Fig. 1: run 1, clock distribution
The bar under the picture is 20 microns long.
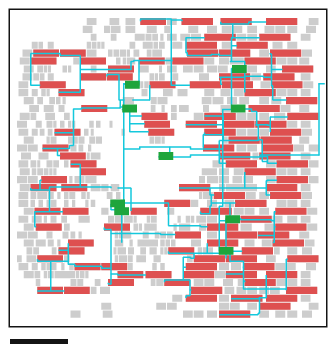
Fig. 2: run 1, close-up of the layout
Window x 34 to 74, y 13 to 53 microns. Cells in grey, sequential cells in the stronger grey; small squares are vias.
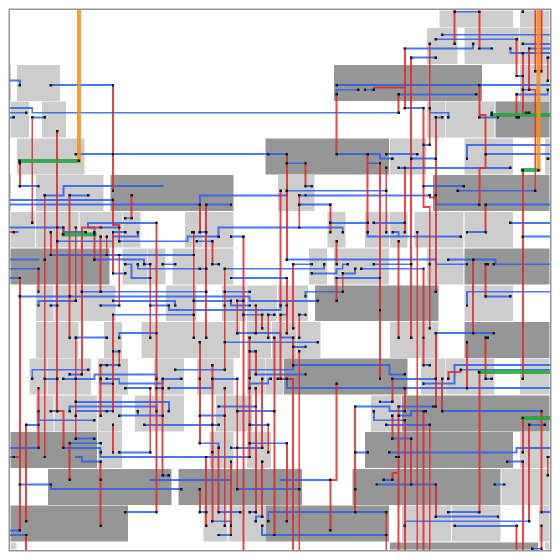
Fig. 3: run 1, placement view
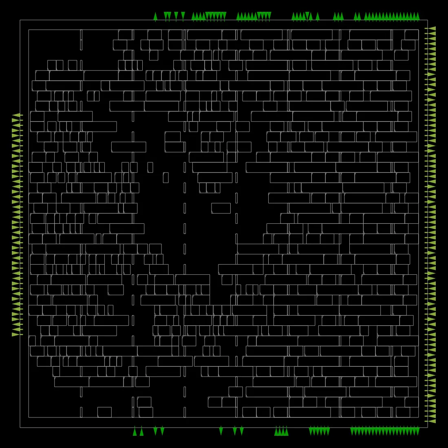
$ cat config.mk
export PLATFORM = sky130hd
export DESIGN_NAME = srdl2sv_ext_reg_bridge_flat
export DESIGN_NICKNAME = d
export VERILOG_FILES = /design/src/rtl/srdl2sv_ext_reg_bridge_if.sv /design/src/rtl/srdl2sv_ext_reg_bridge.sv /design/src/flat_wrapper.sv
export SDC_FILE = /design/constraint.sdc
export NUM_CORES = 1
export LEC_CHECK = 0
export CORE_MARGIN = 2
export CORE_UTILIZATION = 39
export DETAILED_ROUTE_END_ITERATION = 16
export GPL_TIMING_DRIVEN = 0
export PLACE_DENSITY = 0.76
export SYNTH_ARGS = -nofsm -noshare
export SYNTH_HDL_FRONTEND = slang
export SYNTH_SLANG_ARGS = --single-unit
$ cat constraint.sdc
create_clock -name HCLK -period 7.93 [get_ports HCLK]
set_input_delay 1.586 -clock HCLK [delete_from_list [all_inputs] [get_ports HCLK]]
set_output_delay 1.586 -clock HCLK [all_outputs]
set_load 0.01 [all_outputs]
$ cat src/rtl/srdl2sv_ext_reg_bridge_if.sv
`default_nettype none
// ============================================================================
// Module  : srdl2sv_ext_reg_bridge_if
// Brief   : Register-bus request/response bundle for the external register bridge.
// Revision: 1.0
// ============================================================================
interface srdl2sv_ext_reg_bridge_if #(
    parameter int BUS_BITS = 32
);
    typedef struct packed {
        logic [31:0]           addr;
        logic [BUS_BITS-1:0]   data;
        logic [BUS_BITS/8-1:0] byte_en;
        logic                  w_vld;
        logic                  r_vld;
    } b2r_t;

    typedef struct packed {
        logic [BUS_BITS-1:0] data;
        logic                rdy;
        logic                err;
    } r2b_t;

    b2r_t b2r;
    r2b_t r2b;

    modport slave  (input b2r, output r2b);
    modport master (output b2r, input r2b);
endinterface
`default_nettype wire

$ cat src/rtl/srdl2sv_ext_reg_bridge.sv
`default_nettype none
// ============================================================================
// Module  : srdl2sv_ext_reg_bridge
// Brief   : Forwards one register access at a time to an external target window.
// Revision: 1.0
// ============================================================================
module srdl2sv_ext_reg_bridge #(
    parameter int          BUS_BITS       = 32,
    parameter logic [31:0] ADDR_BASE      = 32'h0,
    parameter logic [31:0] ADDR_SIZE      = 32'h100,
    parameter int          TIMEOUT_CYCLES = 255
) (
    input  wire logic                  HCLK,
    input  wire logic                  HRESETn,
    srdl2sv_ext_reg_bridge_if.slave    bus,
    output logic                       ext_req,
    output logic                       ext_we,
    output logic [31:0]                ext_addr,
    output logic [BUS_BITS-1:0]        ext_wdata,
    output logic [BUS_BITS/8-1:0]      ext_byte_en,
    input  wire logic                  ext_ack,
    input  wire logic                  ext_err,
    input  wire logic [BUS_BITS-1:0]   ext_rdata,
    output logic                       timeout_evt,
    output logic                       busy
);
    localparam int BE_BITS  = BUS_BITS / 8;
    localparam int CNT_BITS = (TIMEOUT_CYCLES > 0) ? $clog2(TIMEOUT_CYCLES + 1) : 1;
    localparam logic [CNT_BITS-1:0] C_CNT_LAST =
        CNT_BITS'((TIMEOUT_CYCLES > 0) ? TIMEOUT_CYCLES - 1 : 0);
    // Window bounds in 33 bits so a window touching 2^32 cannot wrap.
    localparam logic [32:0] C_WIN_LO = {1'b0, ADDR_BASE};
    localparam logic [32:0] C_WIN_HI = {1'b0, ADDR_BASE} + {1'b0, ADDR_SIZE};

    typedef enum logic [1:0] {
        IDLE = 2'd0,
        REQ  = 2'd1,
        RESP = 2'd2,
        ERR  = 2'd3
    } state_t;

    state_t                r_state;
    state_t                w_next;
    logic                  w_accept;
    logic                  w_in_win;
    logic                  w_tmo;
    logic [CNT_BITS-1:0]   r_cnt;
    logic                  r_resp_err;
    logic [BUS_BITS-1:0]   r_resp_data;
    logic                  r_we;
    logic [31:0]           r_addr;
    logic [BUS_BITS-1:0]   r_wdata;
    logic [BE_BITS-1:0]    r_be;

    assign w_in_win = ({1'b0, bus.b2r.addr} >= C_WIN_LO) && ({1'b0, bus.b2r.addr} < C_WIN_HI);
    assign w_tmo    = (TIMEOUT_CYCLES != 0) && (r_cnt == C_CNT_LAST) && !ext_ack;

    always_ff @(posedge HCLK or negedge HRESETn) begin
        if (!HRESETn) begin
            r_state <= IDLE;
        end else begin
            r_state <= w_next;
        end
    end

    always_comb begin
        w_next      = r_state;
        w_accept    = 1'b0;
        ext_req     = 1'b0;
        timeout_evt = 1'b0;
        busy        = 1'b1;
        bus.r2b     = '0;
        case (r_state)
            IDLE: begin
                busy = 1'b0;
                if (bus.b2r.w_vld && bus.b2r.r_vld) begin
                    w_next = ERR;
                end else if (bus.b2r.w_vld || bus.b2r.r_vld) begin
                    if (w_in_win) begin
                        w_accept = 1'b1;
                        w_next   = REQ;
                    end else begin
                        w_next = ERR;
                    end
                end
            end
            REQ: begin
                ext_req = 1'b1;
                if (ext_ack) begin
                    w_next = RESP;
                end else if (w_tmo) begin
                    timeout_evt = 1'b1;
                    w_next      = ERR;
                end
            end
            RESP: begin
                bus.r2b.rdy  = 1'b1;
                bus.r2b.err  = r_resp_err;
                bus.r2b.data = r_resp_data;
                w_next       = IDLE;
            end
            default: begin
                bus.r2b.rdy = 1'b1;
                bus.r2b.err = 1'b1;
                w_next      = IDLE;
            end
        endcase
    end

    // Wait counter idles at zero so it always starts from zero on REQ entry.
    always_ff @(posedge HCLK or negedge HRESETn) begin
        if (!HRESETn) begin
            r_cnt       <= '0;
            r_resp_err  <= 1'b0;
            r_resp_data <= '0;
        end else if (r_state == REQ) begin
            if (ext_ack) begin
                r_resp_err  <= ext_err;
                r_resp_data <= r_we ? '0 : ext_rdata;
            end else begin
                r_cnt <= r_cnt + 1'b1;
            end
        end else begin
            r_cnt <= '0;
        end
    end

    always_ff @(posedge HCLK) begin
        if (w_accept) begin
            r_we    <= bus.b2r.w_vld;
            r_addr  <= bus.b2r.addr - ADDR_BASE;
            r_wdata <= bus.b2r.data;
            r_be    <= bus.b2r.byte_en;
        end
    end

    assign ext_we      = r_we;
    assign ext_addr    = r_addr;
    assign ext_wdata   = r_wdata;
    assign ext_byte_en = r_be;
endmodule
`default_nettype wire

$ cat src/flat_wrapper.sv
// flat-port wrapper written by rule: the top's interface ports become plain ports
module srdl2sv_ext_reg_bridge_flat 
#(
    parameter int          BUS_BITS       = 32,
    parameter logic [31:0] ADDR_BASE      = 32'h0,
    parameter logic [31:0] ADDR_SIZE      = 32'h100,
    parameter int          TIMEOUT_CYCLES = 255
)
  (HCLK, HRESETn, ext_req, ext_we, ext_addr, ext_wdata, ext_byte_en, ext_ack, ext_err, ext_rdata, timeout_evt, busy, bus_b2r, bus_r2b);
  srdl2sv_ext_reg_bridge_if #(.BUS_BITS(BUS_BITS)) bus_i ();
  input  wire logic HCLK;
  input  wire logic HRESETn;
  output logic ext_req;
  output logic ext_we;
  output logic [31:0] ext_addr;
  output logic [BUS_BITS-1:0] ext_wdata;
  output logic [BUS_BITS/8-1:0] ext_byte_en;
  input  wire logic ext_ack;
  input  wire logic ext_err;
  input  wire logic [BUS_BITS-1:0] ext_rdata;
  output logic timeout_evt;
  output logic busy;
  input wire logic [$bits(bus_i.b2r)-1:0] bus_b2r;
  output wire logic [$bits(bus_i.r2b)-1:0] bus_r2b;
  assign bus_i.b2r = bus_b2r;
  assign bus_r2b = bus_i.r2b;
  srdl2sv_ext_reg_bridge #(.BUS_BITS(BUS_BITS), .ADDR_BASE(ADDR_BASE), .ADDR_SIZE(ADDR_SIZE), .TIMEOUT_CYCLES(TIMEOUT_CYCLES)) u_core (.HCLK(HCLK), .HRESETn(HRESETn), .bus(bus_i), .ext_req(ext_req), .ext_we(ext_we), .ext_addr(ext_addr), .ext_wdata(ext_wdata), .ext_byte_en(ext_byte_en), .ext_ack(ext_ack), .ext_err(ext_err), .ext_rdata(ext_rdata), .timeout_evt(timeout_evt), .busy(busy));
endmodule
==> changes_impl.md, run 1 <==
### Changed

- Post-synth top area cell: edfxtp_1
- Hold Path End: u_core.r_resp_data[4]
- Most instantiated logic cells after routing: 209 x clkdlybuf4s50_1, 69 x edfxtp_1, 43 x dfrtp_1
- Adders+Majority by Area: 0.5857%
- Vias in the first global route: 3154
- Place WS: 3721 ps
- Logic Gate Count: ~180
- Drt first pass iters: 4
- Vias: 3237
- Fin crit share: a little over half
- Minimum clock period: 4184 ps
- FF-to-FF setup slack: 5790 ps
- Final number of hold-violating endpoints: 0
- Clk root buf: clkbuf_8
- Delay-heaviest family, CP: buffers and inverters
- Flip-flops with a built-in enable: 69
- Overall Power: 1.469 mW
- Met3 GRT Util: 7.173%
- Worst-path cell chain: buf_6 > nand2b_1 > nor3_1 > clkdlybuf4s50_1
- CTS buffer count: 9
- Initial Util: between 30% and 40%
- Top cell area share: 48.49%
- Area Overhead vs Synth: 60.26%
- Status: finished clean
- WP depth: 4
- Worst Path Arrival: 2600 ps
- Flop count: 112
- Avg WL per Cell: 17.68 microns
- Sequential share of power: 51.1%
- Chip Height: 108.7 microns
- Mapped Area: 4273 sq um
- # resized after CTS: 0
- CP max FO: 9
- Post-synth net total: 421
- Reg2reg path depth: 6
- Post-CTS Setup Bufs: 0
- WL final: 12130 microns
- Asr flop ratio synth: 38.39%
- Max-Cap Viols: 0
- Post-route ant nets: 0
- Hold-fix buffers at CTS: 0
- FF-to-FF Start: u_core.r_state[1]
- Count of cell types in the netlist: 32
- I/O Buffers: 210
- Worst path max stage delay: roughly 570 ps
- Critical path type: input port to output pin
- M2 GR Usage: around 33%
- Final setup viols: 0
- Die footprint: 11810 sq um
- Crit path to: timeout_evt
- # DRC: 0
- Comb. pwr: 0.363 mW
- Clock Sinks: ~110
- Relative slew slack: between 70% and 80%
- Met1 Use GR: between 20% and 30%
- Sum of buffers and inverters on the critical path: 2
- Placement row count: 38
- Count leader, synth: edfxtp_1
- Fin Setup TNS: 0 ps
- Pin count of the biggest net entering global routing: 40
- Compound Share, Synth: under 10%
- M1 WL: 4820 microns
- Pwr top: registers
- Tool Warnings: 27
- Fillers: between 800 and 900
- Hold path depth: 2
- CP Launch Point: ext_ack
- I/O pin cnt: 212
- Worst hold start: u_core.r_resp_data[4]
- DR WL met3: around 1300 microns
- Bufs w/o clock: 233
- Longest Clk Path Bufs: 2
- Leading cell kind: flip-flops and latches
- Invs w/o clock: 2
- Chip area in the Yosys report: about 4300 sq um
- Sequential element share of the synthesized area: 73.67%
- GR Util All Layers: 20.15%
- Initial DRC count: 137
- N_diodes: 0
- Slowest cell on the critical path: clkdlybuf4s50_1
- Commonest cells post-synth: 69 x edfxtp_1, 43 x dfrtp_1, 35 x nand2b_1, 35 x o21ai_0, 34 x nand2_1
- Detailed placement HPWL: 9421 microns
- Clock buf count: 10
- Fin Hold WS: 481.1 ps
- Placed insts: roughly 670
- Power per cell area: approximately 210 nW/um^2
- Max Slew Vio Count: 0
- H-tree levels: 3
- Total global routing overflow: 0
- Dpl cell area: about 6600 sq um
- Ys Warns: 0
- Top Layer Used: met4
- First-pass GRT wire length: 17570 microns
- Xor+xnor area frac: less than 1%
- Crit path DRT: approximately 6300 ps
- CTS tree: yes
- Number of cells in Yosys stat: 313
- Worst Hold Class: flop to flop
- Switching Fraction: 27.94%
- Routability cong.: just under 0.8
- Vias per cell: about 4.7
- Sw power: 0.4104 mW
- Dominant Register Cell: edfxtp_1
- Reg area: 3148 sq um
- Worst-path clk slew: roughly 110 ps
- Register bit total from synthesis: 112
- Fmax: 239.0 MHz
- Clock buf/inv share: 3.070%
- WL met2: slightly below 6000 microns
- Peak VDD IR: 0.1163 mV
- Top logic family: simple AND/OR/NAND/NOR gates
- Worst R2R End: u_core.ext_addr[4]
- Data buffer area share: 33.00%
- Logic area: 1047 sq um
- Avg Cell Area, Syn: 13.65 sq um
- Comb/total area: 15.29%
- Critical path capture point type: output pin
- GR peak layer: met2
- Simple share: about 17%
- Post-route cell area: 6848 sq um
- Most numerous logic cell after layout: clkdlybuf4s50_1
- Startpoint types: input port
- RSZ-0062 raised after global routing: false
- MUX area fraction: less than 1%
- Die W: 108.7 microns
- Share of cells above drive strength 1: 6.960%
- Int Pwr: 1.059 mW
- Tightest Pin Transition: 407.8 ps
- Final nets: 649
- Antenna violations before repair: 0
- Clock power share: 24.2%
- Seq. pwr: 0.750 mW
- Top post-synthesis cells by area: edfxtp_1 48%, dfrtp_1 25%, nand2b_1 5.1%
- Final worst slack: 3746 ps
- Sequential share of cell area: 45.97%
- Leakage: 2.568 nW
- Gate Count Post-Synth: 313
- Comb pwr share: about a quarter
-- Fig. 1 (at the start) --
legend:
  flip-flops:
    colour: red
    count: 112
  clock wires:
    colour: cyan
    length: 1260 microns
  clock-net drivers:
    colour: green
    count: 9
routed clock nets: 10
flops lie: all over the die
Latency at later pin: 360 ps
clk pwr: 0.355 mW
clock skew: 13.22 ps

-- Fig. 2 (at the start) --
legend:
  M1:
    colour: blue
  M2:
    colour: red
  M4:
    colour: orange
  M3:
    colour: green
cells with their middle in the window: 86
most frequent: clkdlybuf4s50_1 (11), dfrtp_1 (10), nor2_1 (8)
netlist names of flops here include: `u_core.r_cnt` (8), `u_core.ext_addr` (4), `u_core.ext_wdata` (2)
sequential cells in the window: 17

-- Fig. 3 (at the start) --
Final Util: 63.73%
area of the core: 10750 sq um
Tap Cells: 140
Cell Count, Final, Fillers Out: 686

==> run 2, diff against run 1 <==
==> constraint.sdc (replaced) <==
create_clock -name HCLK -period 4.22 [get_ports HCLK]
set_input_delay 0.844 -clock HCLK [delete_from_list [all_inputs] [get_ports HCLK]]
set_output_delay 0.844 -clock HCLK [all_outputs]
set_load 0.01 [all_outputs]
==> changes_impl.md, run 2 <==
### Changed

- Max-Cap Viols: 0
- Invs w/o clock: 2
- CP Launch Point: u_core.r_state[1]
- GR Util All Layers: about 20%
- Comb/total area: between 10% and 20%
- Status: finished clean
- Ys Warns: 0
- Register bit total from synthesis: about 110
- Detailed placement HPWL: roughly 9500 microns
- FF-to-FF Start: u_core.r_state[1]
- Clock buf count: 10
- Avg Cell Area, Syn: 13.65 sq um
- Logic area: between 1000 and 1500 sq um
- Final worst slack: slightly above 1000 ps
- Sw power: 0.7802 mW
- Crit path to: bus_r2b[26]
- Crit path DRT: ~3400 ps
- Gate Count Post-Synth: 313
- Number of cells in Yosys stat: about 310
- M2 GR Usage: 33.04%
- Peak VDD IR: approximately 0.24 mV
- WP depth: 4
- Reg area: 3148 sq um
- Area of the core: 10750 sq um
- Place WS: around 760 ps
- Worst path max stage delay: 620 ps
- Critical path type: flop to output pin
- Post-synth top area cell: edfxtp_1
- Comb. pwr: 0.683 mW
- Worst-path cell chain: nor2b_1 > clkbuf_1 > and2_1 > clkdlybuf4s50_1
- CTS tree: yes
- Most numerous logic cell after layout: clkdlybuf4s50_1
- DR WL met3: ~1500 microns
- Comb pwr share: 25.3%
- Pin count of the biggest net entering global routing: 30
- Chip Height: ~110 microns
- Post-route ant nets: 0
- Dominant Register Cell: edfxtp_1
- Total global routing overflow: 0
- Adders+Majority by Area: less than 1%
- N_diodes: 0
- First-pass GRT wire length: 17600 microns
- Sequential share of power: 52.3%
- Clock power share: ~22%
- Final number of hold-violating endpoints: 0
- Slowest cell on the critical path: clkdlybuf4s50_1
- Sum of buffers and inverters on the critical path: 2
- MUX area fraction: 0.2635%
- Max Slew Vio Count: 0
- Commonest cells post-synth: 69 x edfxtp_1, 43 x dfrtp_1, 35 x nand2b_1, 35 x o21ai_0, 34 x nand2_1
- Vias per cell: between 4 and 5
- Tightest Pin Transition: roughly 460 ps
- Antenna violations before repair: 0
- Flip-flops with a built-in enable: 69
- Seq. pwr: 1.41 mW
- Top logic family: simple AND/OR/NAND/NOR gates
- I/O Buffers: approximately 210
- Post-CTS Setup Bufs: 0
- CP max FO: 10
- Top Layer Used: met4
- Fin Hold WS: 379.7 ps
- Hold-fix buffers at CTS: 0
- Final setup viols: 0
- FF-to-FF setup slack: 1700 ps
- Leading cell kind: flip-flops and latches
- Compound Share, Synth: 5.652%
- Flop count: ~110
- Logic Gate Count: 183
- Met1 Use GR: 24.16%
- Avg WL per Cell: 17.76 microns
- Dpl cell area: 6661 sq um
- Leakage: 2.553 nW
- Placement row count: 38
- Power per cell area: 394.0 nW/um^2
- Worst-path clk slew: 110 ps
- Top post-synthesis cells by area: edfxtp_1 48%, dfrtp_1 25%, nand2b_1 5.1%
- Clock Sinks: about 110
- Fmax: ~310 MHz
- Tap Cells: 140
- Switching Fraction: 28.94%
- Routability cong.: 0.7739
- Placed insts: 668
- Simple share: 17.28%
- Count of cell types in the netlist: 32
- Fin crit share: 75.63%
- Int Pwr: 1.915 mW
- Worst R2R End: u_core.ext_addr[28]
Fig. 4: run 2, metal 3
The bar under the picture is 20 microns long.
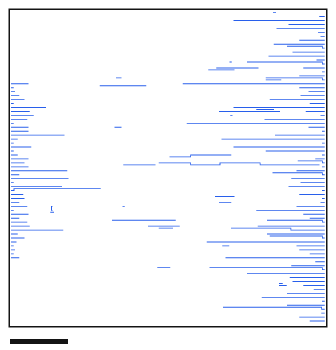
longest straight run: 48.5 microns
nets with wire on the layer: 139
vias: 3239
WL final: 12150 microns
met3 GRT Util: 7.711%

Fig. 5: run 2, placement view
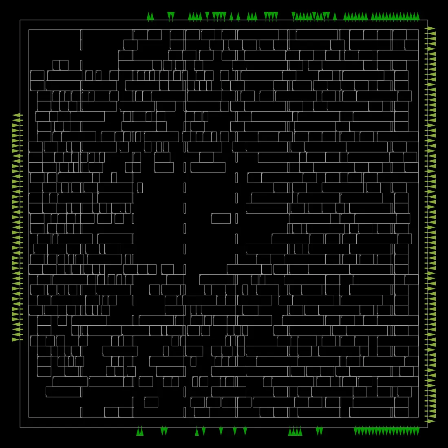
fillers: 864
Final Util: 63.67%
sequential share of cell area: 46.01%

No activity file was given, so power comes from the tool's default toggle rates.
